### config.mk
export PLATFORM = sky130hd
export DESIGN_NAME = uart_tx_fifo_flat
export DESIGN_NICKNAME = d
export VERILOG_FILES = /design/src/rtl/uart_tx_fifo_if.sv /design/src/rtl/uart_tx_fifo.sv /design/src/flat_wrapper.sv
export SDC_FILE = /design/constraint.sdc
export NUM_CORES = 1
export LEC_CHECK = 0
export CORE_MARGIN = 4
export CORE_UTILIZATION = 58
export CTS_BUF_LIST = sky130_fd_sc_hd__clkbuf_4 sky130_fd_sc_hd__clkbuf_8 sky130_fd_sc_hd__clkbuf_16
export DETAILED_ROUTE_END_ITERATION = 6
export PLACE_DENSITY = 0.89
export SYNTH_ARGS = -nofsm -noshare
export SYNTH_HDL_FRONTEND = slang
export SYNTH_SLANG_ARGS = --single-unit
### constraint.sdc
create_clock -name i_clk -period 2.78 [get_ports i_clk]
set_input_delay 0.417 -clock i_clk [delete_from_list [all_inputs] [get_ports i_clk]]
set_output_delay 0.417 -clock i_clk [all_outputs]
set_load 0.005 [all_outputs]
### src/rtl/uart_tx_fifo_if.sv
`default_nettype none
// ============================================================================
// Module   : uart_tx_fifo_if
// Brief    : Push-side handshake bundle for the UART transmitter FIFO.
// Revision : 1.0
// ============================================================================
interface uart_tx_fifo_if #(
    parameter int DATA_BITS = 8
) ();
    logic                 data_valid;
    logic [DATA_BITS-1:0] data;
    logic                 ready;

    modport master (output data_valid, output data, input ready);
    modport slave  (input data_valid, input data, output ready);
endinterface
`default_nettype wire

### src/rtl/uart_tx_fifo.sv
`default_nettype none
// ============================================================================
// Module   : uart_tx_fifo
// Brief    : UART transmitter fed by a small FIFO; back-to-back frames.
// Revision : 1.0
// ============================================================================
module uart_tx_fifo #(
    parameter int CLKS_PER_BIT = 87,
    parameter int DATA_BITS    = 8,
    parameter int PARITY       = 0,
    parameter int STOP_BITS    = 1,
    parameter int FIFO_DEPTH   = 4
) (
    input  logic                        i_clk,
    input  logic                        i_rst_n,
    uart_tx_fifo_if.slave               s_push,
    output logic                        serial_op,
    output logic                        active,
    output logic                        done,
    output logic [$clog2(FIFO_DEPTH):0] fifo_count
);

    localparam int PTR_W  = $clog2(FIFO_DEPTH);
    localparam int CNT_W  = PTR_W + 1;
    localparam int BAUD_W = $clog2(STOP_BITS * CLKS_PER_BIT + 1);

    localparam logic [BAUD_W-1:0] C_BIT_END    = BAUD_W'(CLKS_PER_BIT - 1);
    localparam logic [BAUD_W-1:0] C_STOP_END   = BAUD_W'(STOP_BITS * CLKS_PER_BIT - 1);
    localparam logic [2:0]        C_LAST_BIT   = 3'(DATA_BITS - 1);
    localparam logic [CNT_W-1:0]  C_FULL       = CNT_W'(FIFO_DEPTH);
    localparam bit                C_HAS_PARITY = (PARITY != 0);

    typedef enum logic [2:0] {
        S_IDLE   = 3'd0,
        S_START  = 3'd1,
        S_DATA   = 3'd2,
        S_PARITY = 3'd3,
        S_STOP   = 3'd4
    } state_t;

    state_t               r_state;
    logic [DATA_BITS-1:0] r_mem [FIFO_DEPTH];
    logic [PTR_W-1:0]     r_wr_ptr;
    logic [PTR_W-1:0]     r_rd_ptr;
    logic [CNT_W-1:0]     r_count;
    logic [BAUD_W-1:0]    r_baud;
    logic [2:0]           r_bit_idx;
    logic [DATA_BITS-1:0] r_shift;
    logic                 r_par_bit;
    logic                 r_serial;
    logic                 r_active;
    logic                 r_done;

    logic                 w_push;
    logic                 w_pop;
    logic                 w_bit_end;
    logic                 w_stop_end;
    logic [DATA_BITS-1:0] w_head;
    logic                 w_head_par;

    // ready depends only on the registered count, never on data_valid
    assign s_push.ready = (r_count != C_FULL);
    assign w_push       = s_push.data_valid && s_push.ready;
    assign w_head       = r_mem[r_rd_ptr];
    assign w_head_par   = (PARITY == 1) ? ~(^w_head) : (^w_head);
    assign w_bit_end    = (r_baud == C_BIT_END);
    assign w_stop_end   = (r_baud == C_STOP_END);
    assign w_pop        = (r_count != '0) &&
                          ((r_state == S_IDLE) || ((r_state == S_STOP) && w_stop_end));

    assign serial_op  = r_serial;
    assign active     = r_active;
    assign done       = r_done;
    assign fifo_count = r_count;

    // Storage needs no reset: pointers and count define what is valid.
    always_ff @(posedge i_clk) begin
        if (w_push) begin
            r_mem[r_wr_ptr] <= s_push.data;
        end
    end

    always_ff @(posedge i_clk or negedge i_rst_n) begin
        if (!i_rst_n) begin
            r_wr_ptr <= '0;
            r_rd_ptr <= '0;
            r_count  <= '0;
        end else begin
            if (w_push) begin
                r_wr_ptr <= r_wr_ptr + 1'b1;
            end
            if (w_pop) begin
                r_rd_ptr <= r_rd_ptr + 1'b1;
            end
            case ({w_push, w_pop})
                2'b10:   r_count <= r_count + 1'b1;
                2'b01:   r_count <= r_count - 1'b1;
                default: r_count <= r_count;
            endcase
        end
    end

    always_ff @(posedge i_clk or negedge i_rst_n) begin
        if (!i_rst_n) begin
            r_state   <= S_IDLE;
            r_baud    <= '0;
            r_bit_idx <= '0;
            r_shift   <= '0;
            r_par_bit <= 1'b0;
            r_serial  <= 1'b1;
            r_active  <= 1'b0;
            r_done    <= 1'b0;
        end else begin
            r_done <= 1'b0;
            case (r_state)
                S_IDLE: begin
                    r_baud    <= '0;
                    r_bit_idx <= '0;
                    r_serial  <= 1'b1;
                    r_active  <= 1'b0;
                    if (w_pop) begin
                        r_shift   <= w_head;
                        r_par_bit <= w_head_par;
                        r_serial  <= 1'b0;
                        r_active  <= 1'b1;
                        r_state   <= S_START;
                    end
                end
                S_START: begin
                    if (w_bit_end) begin
                        r_baud   <= '0;
                        r_serial <= r_shift[0];
                        r_state  <= S_DATA;
                    end else begin
                        r_baud <= r_baud + 1'b1;
                    end
                end
                S_DATA: begin
                    if (w_bit_end) begin
                        r_baud <= '0;
                        if (r_bit_idx == C_LAST_BIT) begin
                            r_bit_idx <= '0;
                            if (C_HAS_PARITY) begin
                                r_serial <= r_par_bit;
                                r_state  <= S_PARITY;
                            end else begin
                                r_serial <= 1'b1;
                                r_state  <= S_STOP;
                            end
                        end else begin
                            r_bit_idx <= r_bit_idx + 1'b1;
                            r_shift   <= r_shift >> 1;
                            r_serial  <= r_shift[1];
                        end
                    end else begin
                        r_baud <= r_baud + 1'b1;
                    end
                end
                S_PARITY: begin
                    if (w_bit_end) begin
                        r_baud   <= '0;
                        r_serial <= 1'b1;
                        r_state  <= S_STOP;
                    end else begin
                        r_baud <= r_baud + 1'b1;
                    end
                end
                S_STOP: begin
                    if (w_stop_end) begin
                        r_baud <= '0;
                        r_done <= 1'b1;
                        // A waiting entry starts its start bit while done pulses
                        if (w_pop) begin
                            r_shift   <= w_head;
                            r_par_bit <= w_head_par;
                            r_serial  <= 1'b0;
                            r_state   <= S_START;
                        end else begin
                            r_serial <= 1'b1;
                            r_active <= 1'b0;
                            r_state  <= S_IDLE;
                        end
                    end else begin
                        r_baud <= r_baud + 1'b1;
                    end
                end
                default: begin
                    r_state   <= S_IDLE;
                    r_baud    <= '0;
                    r_bit_idx <= '0;
                    r_serial  <= 1'b1;
                    r_active  <= 1'b0;
                end
            endcase
        end
    end

endmodule
`default_nettype wire

### src/flat_wrapper.sv
// flat-port wrapper written by rule: the top's interface ports become plain ports
module uart_tx_fifo_flat 
#(
    parameter int CLKS_PER_BIT = 87,
    parameter int DATA_BITS    = 8,
    parameter int PARITY       = 0,
    parameter int STOP_BITS    = 1,
    parameter int FIFO_DEPTH   = 4
)
  (i_clk, i_rst_n, serial_op, active, done, fifo_count, s_push_data_valid, s_push_data, s_push_ready);
  uart_tx_fifo_if #(.DATA_BITS(DATA_BITS)) s_push_i ();
  input  logic i_clk;
  input  logic i_rst_n;
  output logic serial_op;
  output logic active;
  output logic done;
  output logic [$clog2(FIFO_DEPTH):0] fifo_count;
  input wire logic [$bits(s_push_i.data_valid)-1:0] s_push_data_valid;
  input wire logic [$bits(s_push_i.data)-1:0] s_push_data;
  output wire logic [$bits(s_push_i.ready)-1:0] s_push_ready;
  assign s_push_i.data_valid = s_push_data_valid;
  assign s_push_i.data = s_push_data;
  assign s_push_ready = s_push_i.ready;
  uart_tx_fifo #(.CLKS_PER_BIT(CLKS_PER_BIT), .DATA_BITS(DATA_BITS), .PARITY(PARITY), .STOP_BITS(STOP_BITS), .FIFO_DEPTH(FIFO_DEPTH)) u_core (.i_clk(i_clk), .i_rst_n(i_rst_n), .s_push(s_push_i), .serial_op(serial_op), .active(active), .done(done), .fifo_count(fifo_count));
endmodule
==> ci_impl_report.md, run 1 <==
## Synthesis and layout report

| Metric | Value |
|---|---|
| MUX share of area | 0.134 |
| FP Core Util | 0.602 |
| CTS sink count | 63 |
| Nets | 248 |
| Post-CTS Setup Inserts | 0 |
| Yosys-reported design area after synthesis | 0.00284 mm^2 |
| Worst vdd ir | 0.527 mV |
| Post-route setup TNS | 0 ns |
| Seq/total area | 0.528 |
| CP Class | reg -> reg |
| Most flop-heavy register | u_core.r_mem |
| Crit end category | flip-flop |
| Largest register FFs | 32 |
| Synth Area per Inst | 14.1 um^2 |
| GRT Resource Usage Total | 0.194 |
| Area leader, netlist | edfxtp_1 |
| Share of cells above drive strength 1 | 0.211 |
| CP max stage cell | dfrtp_1 |
| Ys flops | 63 |
| Setup Skew | 0.00738 ns |
| WP data arrival | 2.70 ns |
| Largest class | flip-flops and latches |
| Full die area | 0.00609 mm^2 |
| Hold slack | 0.471 ns |
| Outcome | finished, final reports clean |
| Cells after Synth | 202 |
| Drt initial violations | 164 |
| Synth-to-Final Area Change | 15.7% |
| Num CTS Buffers | 9 |
| Ys cells | 202 |
| Tcrit/Tclk final | 0.880 |
| Max-area cell share | 0.338 |
| Clock buffer depth | 2 |
| Leakage power | 1.26 nW |
| Fillers | 308 |
| RSZ-0062 raised after global routing | no |
| Gr ovfl total | 0 |
| Core area | 0.00472 mm^2 |
| Routed vias/inst | 5.42 |
| GPL Wtd Cong | 0.861 |
| Worst-path clk slew | 0.07 ns |
| Site row count | 25 |
| Clock buffers | 11 |
| Share of power burned in registers | 0.516 |
| AND-OR/OR-AND share of the synthesized area | 0.0528 |
| Clk cell area share | 0.0578 |
| Commonest non-fill, non-tap cell in the layout | edfxtp_1 |
| Hold Buf Count CTS | 0 |
| Max-cap violations | 0 |
| Ports | 18 |
[run 1: per-layer routing]
metal	global-route usage	wire, um	vias to the layer above
li1	-	-	793
met1	0.246	2190	775
met2	0.300	2390	40
met3	0.0482	181	14
met4	0.121	155	0
met5	0	0	-
[run 1: cells in the mapped netlist, types with 2 or more instances]
library cell and count:
dfrtp_1 30, nand2_1 7, and3_1 5, or3_1 2
nor2_1 15, nand2b_1 2, and2_1 2, nor2b_1 4
nand3_1 5, edfxtp_1 32, xor2_1 5, buf_2 2
o21ai_0 6, inv_1 11, a21oi_1 9, nand4_1 2
xnor2_1 6, mux4_2 8, o32ai_1 2, nor3_1 2
clkbuf_1 4, mux2_2 17, ha_1 9
[run 1: final timing paths]
path                                   endpoint  slack, ns  cells after the start
max                        u_core.fifo_count[2]       0.33                     11
min                           u_core.r_shift[0]       0.47                      2
max reg2reg                u_core.fifo_count[2]       0.33                     11
min in group i_clk             u_core.r_baud[0]       0.48                      1
max in group asynchronous      u_core.serial_op       1.99                      2
min reg2reg                    u_core.r_baud[0]       0.48                      1
[run 1: power by group through the flow]
stage	logic [mW]	clock network [mW]	registers, mW
after detailed placement	0.369	0	1.21
final	0.364	0.752	1.19
after global placement	0.354	0	1.20
after CTS	0.373	0.766	1.19
after floorplan	0.221	0	1.19
after global routing	0.408	0.818	1.21
[run 1: cell families (layout without fill, tap and decap cells)]
group,after synthesis,after routing
adders and majority gates,10,10
DFF,63,63
AOI/OAI and AO/OA,23,23
muxes,26,26
xor gates and xnor gates,11,11
buffers and inverters,17,47
and+or+nand+nor,52,52
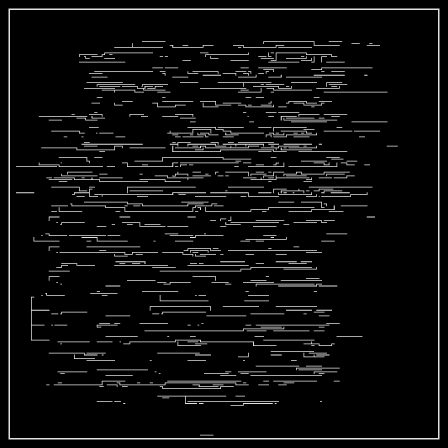
run_1/layer_met1.png
wire length on this layer = 2190 um
longest straight run = 17.9 um
main direction = horizontal
nets with wire on the layer = 228
share of all routed wire = 45%
GR met1 Demand/Resource: 0.246
DR vias: 1622

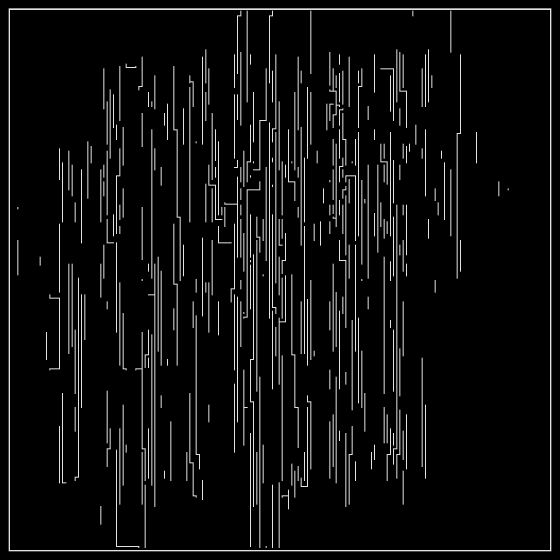
run_1/layer_met2.png
main direction = vertical
nets with wire on the layer = 211

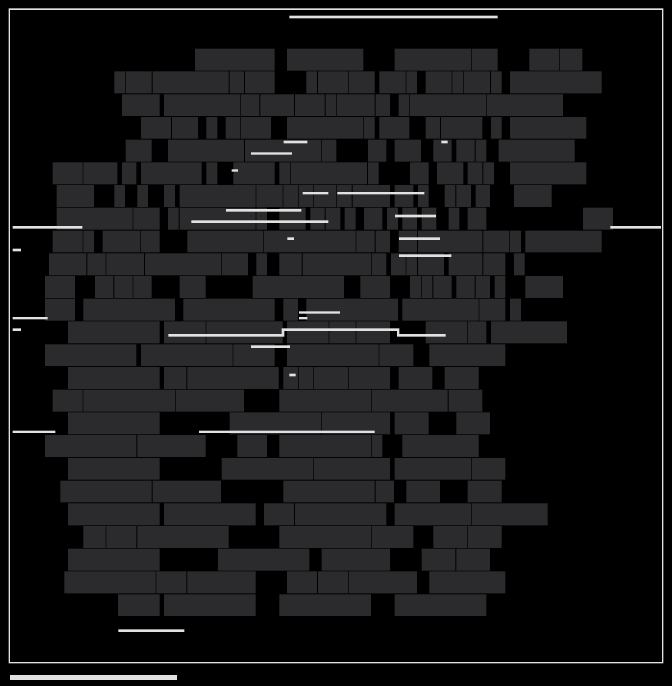
run_1/layer_met3.png
Scale bar: 20 um.
share of all routed wire = 3.7%
longest straight run = 24.6 um
wire length on this layer = 182 um
nets with wire on the layer = 19
main direction = horizontal
met3 Use GR: 0.0482
WL final: 4920 um

run_1/congestion.png
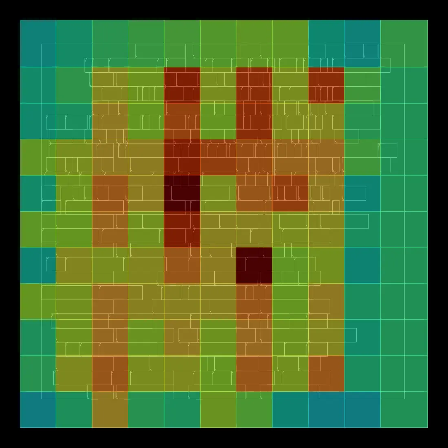

==> run 2: changes to the inputs <==
--- a/config.mk
+++ b/config.mk
@@ -6,10 +6,10 @@
 export NUM_CORES = 1
 export LEC_CHECK = 0
 export CORE_MARGIN = 4
-export CORE_UTILIZATION = 58
+export CORE_UTILIZATION = 60
 export CTS_BUF_LIST = sky130_fd_sc_hd__clkbuf_4 sky130_fd_sc_hd__clkbuf_8 sky130_fd_sc_hd__clkbuf_16
 export DETAILED_ROUTE_END_ITERATION = 6
-export PLACE_DENSITY = 0.89
+export PLACE_DENSITY = 0.92
 export SYNTH_ARGS = -nofsm -noshare
 export SYNTH_HDL_FRONTEND = slang
 export SYNTH_SLANG_ARGS = --single-unit
==> constraint.sdc (replaced) <==
create_clock -name i_clk -period 2.9 [get_ports i_clk]
set_input_delay 0.435 -clock i_clk [delete_from_list [all_inputs] [get_ports i_clk]]
set_output_delay 0.435 -clock i_clk [all_outputs]
set_load 0.005 [all_outputs]
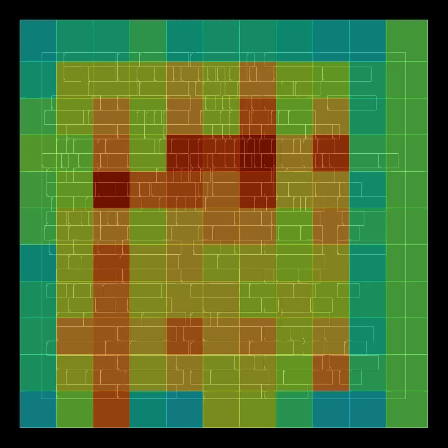
run_2/congestion.png
GR Util met2: 0.328
GRT Resource Usage Total: 0.209
GR met1 Demand/Resource: 0.270

==> run 2 against run 1 <==
Utilization grew 3.1 points. Clock-buffer cell count rose by 4. Worst hold slack improved by 0.029 ns. Clock skew is 0.0018 ns higher. Critical path depth is the same. Register-to-register slack got worse by 0.08 ns. Critical endpoint unchanged. Largest power group unchanged.
==> ci_impl_report.md, run 2 <==
## Synthesis and layout report

| Metric | Value |
|---|---|
| Outcome | finished, final reports clean |
| Commonest non-fill, non-tap cell in the layout | edfxtp_1 |
| Leakage power | 1.26 nW |
| Area leader, netlist | edfxtp_1 |
| Gr ovfl total | 0 |
| Critical Path Sink | u_core.fifo_count[2] |
| Cells after Synth | 202 |
| Reg2reg end | u_core.fifo_count[2] |
| CTS sink count | 63 |
| Worst-path clk slew | 0.06 ns |
| Full die area | 0.00591 mm^2 |
| Max-cap violations | 0 |
| FP Core Util | 0.636 |
| MUX share of area | 0.134 |
| Max-area cell share | 0.338 |
| R2R Setup Slk | 0.25 ns |
| Most common cell in the netlist | edfxtp_1 |
| GPL Wtd Cong | 0.854 |
| RSZ-0062 raised after global routing | no |
| CP max stage cell | dfrtp_1 |
| Synth Area per Inst | 14.1 um^2 |
| Largest register FFs | 32 |
| Synth-to-Final Area Change | 14.4% |
| Drt initial violations | 146 |
| Crit end category | flip-flop |
| Fillers | 272 |
| Core area | 0.00447 mm^2 |
| Post-route setup TNS | 0 ns |
| Num CTS Buffers | 9 |
| Setup Skew | 0.00916 ns |
[run 2: final cells by class]
| class | count | area (um^2) | share of cell area |
|---|---|---|---|
| clock buffer | 15 | 188 | 0.0577 |
| clock inverter | 1 | 5.00 | 0.00154 |
| inverter | 11 | 41.3 | 0.0127 |
| multi-input combinational | 122 | 1040 | 0.319 |
| sequential | 63 | 1740 | 0.534 |
| tap | 52 | 65.1 | 0.0200 |
| timing repair buffer | 18 | 178 | 0.0546 |
[run 2: cells by family after synthesis]
group / count (synthesis)
xor gates and xnor gates: 11
adders and majority gates: 10
DFF: 63
and+or+nand+nor: 52
muxes: 26
buffers and inverters: 17
AOI/OAI and AO/OA: 23
[run 2: metal layers]
layer	routed length, um	vias up	part of all wire	global-route usage
met5	0	-	0	0
met4	157	0	0.029	0.101
met3	264	18	0.049	0.0562
met2	2650	67	0.49	0.328
met1	2320	827	0.43	0.270
li1	-	790	-	-
[run 2: worst max-delay path: cells and delay by family (launching register included)]
kind                     cells  cell delay (ns)
adder cells (fa/ha/maj)      3             0.83
AND/OR/NAND/NOR              3             0.50
flip-flops                   1             0.41
XOR/XNOR                     2             0.34
AND-OR/OR-AND                1             0.30
buffers and inverters        2             0.14
[run 2: metrics by stage]
step | instance area (um^2) | util | hold WS [ns]
detailed placement | 3060 | 0.684 | 0.488
global placement | 3060 | 0.684 | 0.457
floorplan | 2840 | - | 0.139
finish | 3250 | 0.727 | 0.499
global route | 3250 | 0.727 | 0.502
CTS | 3250 | 0.727 | 0.497
[run 2: where the power goes]
part / switching (mW) / internal, mW / total, mW / leakage (nW)
Combinational: 0.187 / 0.171 / 0.358 / 0.485
Sequential: 0.0679 / 1.08 / 1.15 / 0.667
Clock: 0.304 / 0.408 / 0.713 / 0.104
Total: 0.559 / 1.66 / 2.22 / 1.26
No activity file was given, so power comes from the tool's default toggle rates.
